$ cat src/rtl/vend_controller_if.sv
// Front-end/datapath bundle for the vending sequencer: strobes and acks in,
// dispenser/hopper requests, credit, state and error pulses out.
interface vend_controller_if;
  logic       coin_valid;
  logic [1:0] coin_code;
  logic       sel_valid;
  logic [1:0] sel_id;
  logic       cancel;
  logic [3:0] stock_empty;
  logic       disp_ack;
  logic       chg_ack;
  logic       disp_req;
  logic [1:0] disp_id;
  logic       chg_req;
  logic [7:0] credit;
  logic [2:0] state;
  logic       coin_reject;
  logic       err_insufficient;
  logic       err_sold_out;

  modport master (
    output coin_valid, coin_code, sel_valid, sel_id, cancel, stock_empty, disp_ack, chg_ack,
    input  disp_req, disp_id, chg_req, credit, state, coin_reject, err_insufficient, err_sold_out
  );

  modport slave (
    input  coin_valid, coin_code, sel_valid, sel_id, cancel, stock_empty, disp_ack, chg_ack,
    output disp_req, disp_id, chg_req, credit, state, coin_reject, err_insufficient, err_sold_out
  );
endinterface

$ cat src/rtl/vend_controller.sv
// Vending transaction sequencer: coin credit, selection checks, dispense
// handshake and nickel-by-nickel change payout. All outputs registered.
module vend_controller #(
  parameter int unsigned PRICE0  = 25,
  parameter int unsigned PRICE1  = 50,
  parameter int unsigned PRICE2  = 75,
  parameter int unsigned PRICE3  = 100,
  parameter int unsigned TIMEOUT = 255,
  parameter int unsigned CNT_W   = 8
) (
  input  logic              clk,
  input  logic              reset,
  vend_controller_if.slave  bus_if
);
  localparam int unsigned CREDIT_W = 8;

  typedef enum logic [2:0] {
    ST_IDLE     = 3'd0,
    ST_ACCUM    = 3'd1,
    ST_DISPENSE = 3'd2,
    ST_CHANGE   = 3'd3
  } state_e;

  state_e              state_q;
  logic [CREDIT_W-1:0] credit_q;
  logic [CNT_W-1:0]    cnt_q;
  logic                disp_req_q;
  logic [1:0]          disp_id_q;
  logic                chg_req_q;
  logic                coin_reject_q;
  logic                err_ins_q;
  logic                err_sold_q;

  logic [CREDIT_W-1:0] coin_amt;
  logic [CREDIT_W:0]   coin_sum;
  logic                coin_ok;
  logic [CREDIT_W-1:0] sel_price;
  logic [CREDIT_W-1:0] credit_after_disp;
  logic                timeout_hit;

  function automatic logic [CREDIT_W-1:0] price_of(input logic [1:0] id);
    case (id)
      2'd0:    price_of = CREDIT_W'(PRICE0);
      2'd1:    price_of = CREDIT_W'(PRICE1);
      2'd2:    price_of = CREDIT_W'(PRICE2);
      default: price_of = CREDIT_W'(PRICE3);
    endcase
  endfunction

  // Coin value, overflow-safe sum, and price lookups feeding the FSM.
  always_comb begin
    coin_amt = '0;
    case (bus_if.coin_code)
      2'd0:    coin_amt = CREDIT_W'(5);
      2'd1:    coin_amt = CREDIT_W'(10);
      2'd2:    coin_amt = CREDIT_W'(25);
      default: coin_amt = '0;
    endcase
    coin_sum          = {1'b0, credit_q} + {1'b0, coin_amt};
    coin_ok           = (coin_amt != '0) && !coin_sum[CREDIT_W];
    sel_price         = price_of(bus_if.sel_id);
    credit_after_disp = credit_q - price_of(disp_id_q);
    timeout_hit       = (cnt_q == CNT_W'(TIMEOUT - 1));
  end

  always_ff @(posedge clk) begin
    if (reset) begin
      state_q       <= ST_IDLE;
      credit_q      <= '0;
      cnt_q         <= '0;
      disp_req_q    <= 1'b0;
      disp_id_q     <= 2'd0;
      chg_req_q     <= 1'b0;
      coin_reject_q <= 1'b0;
      err_ins_q     <= 1'b0;
      err_sold_q    <= 1'b0;
    end else begin
      coin_reject_q <= 1'b0;
      err_ins_q     <= 1'b0;
      err_sold_q    <= 1'b0;
      case (state_q)
        ST_IDLE, ST_ACCUM: begin
          // cnt_q counts idle cycles spent in ACCUM since the last strobe
          cnt_q <= (state_q == ST_ACCUM) ? cnt_q + CNT_W'(1) : '0;
          if (bus_if.cancel) begin
            cnt_q <= '0;
            if (credit_q != '0) begin
              state_q   <= ST_CHANGE;
              chg_req_q <= 1'b1;
            end else begin
              state_q <= ST_IDLE;
            end
          end else if (bus_if.coin_valid) begin
            cnt_q <= '0;
            if (coin_ok) begin
              credit_q <= coin_sum[CREDIT_W-1:0];
              state_q  <= ST_ACCUM;
            end else begin
              coin_reject_q <= 1'b1;
            end
          end else if (bus_if.sel_valid) begin
            cnt_q <= '0;
            if (bus_if.stock_empty[bus_if.sel_id]) begin
              err_sold_q <= 1'b1;
            end else if (credit_q < sel_price) begin
              err_ins_q <= 1'b1;
            end else begin
              state_q    <= ST_DISPENSE;
              disp_req_q <= 1'b1;
              disp_id_q  <= bus_if.sel_id;
            end
          end else if (state_q == ST_ACCUM && timeout_hit) begin
            cnt_q     <= '0;
            state_q   <= ST_CHANGE;
            chg_req_q <= (credit_q != '0);
          end
        end
        ST_DISPENSE: begin
          cnt_q         <= '0;
          coin_reject_q <= bus_if.coin_valid;
          if (bus_if.disp_ack) begin
            credit_q   <= credit_after_disp;
            disp_req_q <= 1'b0;
            if (credit_after_disp != '0) begin
              state_q   <= ST_CHANGE;
              chg_req_q <= 1'b1;
            end else begin
              state_q <= ST_IDLE;
            end
          end
        end
        ST_CHANGE: begin
          cnt_q         <= '0;
          coin_reject_q <= bus_if.coin_valid;
          if (credit_q == '0) begin
            chg_req_q <= 1'b0;
            state_q   <= ST_IDLE;
          end else if (chg_req_q && bus_if.chg_ack) begin
            // Drop the request for one cycle after each nickel is released
            credit_q  <= credit_q - CREDIT_W'(5);
            chg_req_q <= 1'b0;
            if (credit_q == CREDIT_W'(5)) state_q <= ST_IDLE;
          end else begin
            chg_req_q <= 1'b1;
          end
        end
        default: begin
          state_q    <= ST_IDLE;
          cnt_q      <= '0;
          disp_req_q <= 1'b0;
          chg_req_q  <= 1'b0;
        end
      endcase
    end
  end

  assign bus_if.disp_req         = disp_req_q;
  assign bus_if.disp_id          = disp_id_q;
  assign bus_if.chg_req          = chg_req_q;
  assign bus_if.credit           = credit_q;
  assign bus_if.state            = state_q;
  assign bus_if.coin_reject      = coin_reject_q;
  assign bus_if.err_insufficient = err_ins_q;
  assign bus_if.err_sold_out     = err_sold_q;

endmodule
$ cat src/flat_wrapper.sv
// flat-port wrapper written by rule: the top's interface ports become plain ports
module vend_controller_flat 
#(
  parameter int unsigned PRICE0  = 25,
  parameter int unsigned PRICE1  = 50,
  parameter int unsigned PRICE2  = 75,
  parameter int unsigned PRICE3  = 100,
  parameter int unsigned TIMEOUT = 255,
  parameter int unsigned CNT_W   = 8
)
  (clk, reset, bus_if_coin_valid, bus_if_coin_code, bus_if_sel_valid, bus_if_sel_id, bus_if_cancel, bus_if_stock_empty, bus_if_disp_ack, bus_if_chg_ack, bus_if_disp_req, bus_if_disp_id, bus_if_chg_req, bus_if_credit, bus_if_state, bus_if_coin_reject, bus_if_err_insufficient, bus_if_err_sold_out);
  vend_controller_if bus_if_i ();
  input  logic clk;
  input  logic reset;
  input wire logic [$bits(bus_if_i.coin_valid)-1:0] bus_if_coin_valid;
  input wire logic [$bits(bus_if_i.coin_code)-1:0] bus_if_coin_code;
  input wire logic [$bits(bus_if_i.sel_valid)-1:0] bus_if_sel_valid;
  input wire logic [$bits(bus_if_i.sel_id)-1:0] bus_if_sel_id;
  input wire logic [$bits(bus_if_i.cancel)-1:0] bus_if_cancel;
  input wire logic [$bits(bus_if_i.stock_empty)-1:0] bus_if_stock_empty;
  input wire logic [$bits(bus_if_i.disp_ack)-1:0] bus_if_disp_ack;
  input wire logic [$bits(bus_if_i.chg_ack)-1:0] bus_if_chg_ack;
  output wire logic [$bits(bus_if_i.disp_req)-1:0] bus_if_disp_req;
  output wire logic [$bits(bus_if_i.disp_id)-1:0] bus_if_disp_id;
  output wire logic [$bits(bus_if_i.chg_req)-1:0] bus_if_chg_req;
  output wire logic [$bits(bus_if_i.credit)-1:0] bus_if_credit;
  output wire logic [$bits(bus_if_i.state)-1:0] bus_if_state;
  output wire logic [$bits(bus_if_i.coin_reject)-1:0] bus_if_coin_reject;
  output wire logic [$bits(bus_if_i.err_insufficient)-1:0] bus_if_err_insufficient;
  output wire logic [$bits(bus_if_i.err_sold_out)-1:0] bus_if_err_sold_out;
  assign bus_if_i.coin_valid = bus_if_coin_valid;
  assign bus_if_i.coin_code = bus_if_coin_code;
  assign bus_if_i.sel_valid = bus_if_sel_valid;
  assign bus_if_i.sel_id = bus_if_sel_id;
  assign bus_if_i.cancel = bus_if_cancel;
  assign bus_if_i.stock_empty = bus_if_stock_empty;
  assign bus_if_i.disp_ack = bus_if_disp_ack;
  assign bus_if_i.chg_ack = bus_if_chg_ack;
  assign bus_if_disp_req = bus_if_i.disp_req;
  assign bus_if_disp_id = bus_if_i.disp_id;
  assign bus_if_chg_req = bus_if_i.chg_req;
  assign bus_if_credit = bus_if_i.credit;
  assign bus_if_state = bus_if_i.state;
  assign bus_if_coin_reject = bus_if_i.coin_reject;
  assign bus_if_err_insufficient = bus_if_i.err_insufficient;
  assign bus_if_err_sold_out = bus_if_i.err_sold_out;
  vend_controller #(.PRICE0(PRICE0), .PRICE1(PRICE1), .PRICE2(PRICE2), .PRICE3(PRICE3), .TIMEOUT(TIMEOUT), .CNT_W(CNT_W)) u_core (.clk(clk), .reset(reset), .bus_if(bus_if_i));
endmodule
$ cat config.mk
export PLATFORM = sky130hd
export DESIGN_NAME = vend_controller_flat
export DESIGN_NICKNAME = d
export VERILOG_FILES = /design/src/rtl/vend_controller_if.sv /design/src/rtl/vend_controller.sv /design/src/flat_wrapper.sv
export SDC_FILE = /design/constraint.sdc
export NUM_CORES = 1
export LEC_CHECK = 0
export ABC_AREA = 1
export CORE_ASPECT_RATIO = 1.2
export CORE_MARGIN = 2
export CORE_UTILIZATION = 61
export CTS_CLUSTER_SIZE = 28
export DETAILED_ROUTE_END_ITERATION = 10
export PLACE_DENSITY_LB_ADDON = 0.15
export SLEW_MARGIN = 5
export SYNTH_ARGS = -nofsm -noshare
export SYNTH_HDL_FRONTEND = slang
export SYNTH_SLANG_ARGS = --single-unit
$ cat constraint.sdc
create_clock -name clk -period 3.7 [get_ports clk]
set_input_delay 0.925 -clock clk [delete_from_list [all_inputs] [get_ports clk]]
set_output_delay 0.925 -clock clk [all_outputs]
set_load 0.02 [all_outputs]
Figure 1. Routed clock nets over the placement.
Scale bar: 20 um.
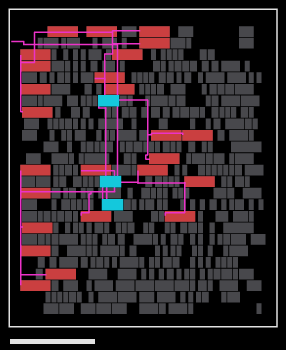
- cyan: clock-net drivers (count 3)
- magenta: clock wires (length 315 um)
- red: flip-flops (count 25)
- routed clock nets: 4

Figure 2. Cells coloured by class.
Fill, decap, tap and diode cells in grey.
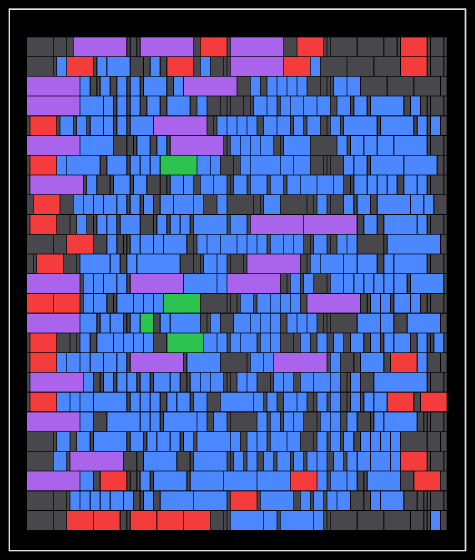
- green: clock drivers and dummy loads (cells 4)
- blue: remaining logic cells (cells 367)
- purple: sequential cells (cells 25)
- red: remaining buffers and delay cells (cells 31)

-- cells by family after synthesis --
logic type	Yosys count
other cells	1
simple gates	220
fa+ha+maj	36
compound gates	48
buf+inv	62
flops	25
xor+xnor	6
-- worst max-delay path, stage by stage --
cell and delay (ns):
clkdlybuf4s50_1 0.64, inv_1 0.17, ha_1 0.31, inv_1 0.04, ha_1 0.26, o21ai_0 0.08, nand2_1 0.07, nand2_1 0.04
nand2_1 0.05, nand2_1 0.06, nand2_1 0.10, nand2_1 0.06, nand2_1 0.09, nand3_1 0.13, nor2_1 0.13, nor2_1 0.05
-- metal layers --
metal	global-route usage [%]	up-vias
met5	0	-
met2	52.33	91
met1	34.17	1154
li1	-	1336
met3	1.967	8
met4	9.877	0
==> metrics.yaml <==
floorplanning:
  dieWidth_um: 62.69
  fp-utilization_pct: 63.97
  die_area_um2: 4665
  nWellTaps: 54
  dieHeight_um: 74.43
critical_path:
  crit_path_end_kind: "flip-flop"
  endpoint: "u_core.bus_if.state[0]$_SDFFE_PP0P_"
  path_class: "input pin to flip-flop"
  r2r_start: "u_core.bus_if.disp_id[0]$_SDFFE_PP0P_"
  r2r_cells: 12
  cp_max_fo: 8
  arrival_ns: 3.22
  cp-start-kind: "input pin"
placement:
  gp_congestion: 0.8974
  dp_cells: 477
  numPortBuffers: 31
synthesis:
  ys_sh_adder_pct: 18.46
  top_cell_area_share_pct: 19.85
  synth-seq-cells: 25
  ys_chip_area_um2: 2521
  ys_sh_xor_pct: 2.084
  yosys-top-cells-count: "nand2_1 (107), inv_1 (53), nor2_1 (51), nand3_1 (35), ha_1 (34)"
  synth_top_cell_by_count: "nand2_1"
  synth_area_leader_cell: "dfxtp_1"
  ys_warn_count: 0
  fp_nets: 449
  top_cells_by_area: "dfxtp_1 (20%), ha_1 (17%), nand2_1 (16%)"
  synth.logic.top_family: "simple AND/OR/NAND/NOR gates"
  syn_area_um2: 2521
  ys_seq_share_pct: 19.85
  compound_area_share_pct: 10.42
  simple_gate_area_share_pct: 38.61
finish:
  nets: 479
  comb_area_um2: 1758
  sh_comb_area_pct: 60.67
  seqCellArea_um2: 500.5
  antennaDiodeCount: 0
  multi_input_comb_cells: 311
  seqAreaFraction_pct: 17.27
  seq_cells: 25
  drive_gt1_share_pct: 5.386
  clockBufferCount: 3
  n_all_inverters: 56
  syn_to_final_growth_pct: 14.94
  signal_buffers: 31
  fin_area_um2: 2898
  final-clk-cell-share_pct: 1.598
timing:
  max_slew_margin_pct: 64.57
  tightest_slew_ns: 0.5307
  finalWorstSetupSlack_ns: 0.6482
  period_minus_slack_ns: 3.052
  timing.fmax_ghz: 0.3277
  whs_ns: 0.4666
  finalMaxSlewViolations: 0
  setup_violations: 0
power:
  cellPowerDensity_nw_per_um2: 519.2
  combinationalPower_w: 0.000924
  max-vdd-ir-drop_mv: 0.3687
  switching_power_w: 0.0007588
  swShare_pct: 50.44
  pg_seq_w: 0.000419
  design_power_total_w: 0.001505
  power.leakage_nw: 1.438
  power_leader: "combinational logic"
  clockPowerShare_pct: 10.7
job:
  max_cap_viol_count: 0
cts:
  cts_tree: "yes"
  post_cts_resized: 0
  root_buffer: "clkbuf_8"
  clock_path_buffers: 2
  postCtsHoldBufs: 0
  cts.sinks: 25
status:
  outcome: "completed"
detailed_routing:
  drc: 0
  wl_met3_um: 327
  routedWlPerCell_um: 12.79
  wl_met2_mm: 2.998
  wl_met1_mm: 2.726
  dr.pass1.iters: 5
  via_per_inst: 5.383
  wl_mm: 6.152
global_route:
  grt_max_degree: 15
  grt_pass1_vias: 2421
  grt_use_total_pct: 27.93
  gr-total-overflow: 0
hold_path:
  holdPathStages: 2
  min_to: "u_core.bus_if.disp_req$_SDFFE_PP0P_"
  hp-start: "u_core.bus_if.disp_req$_SDFFE_PP0P_"
Power is estimated from default activity; no workload was simulated.
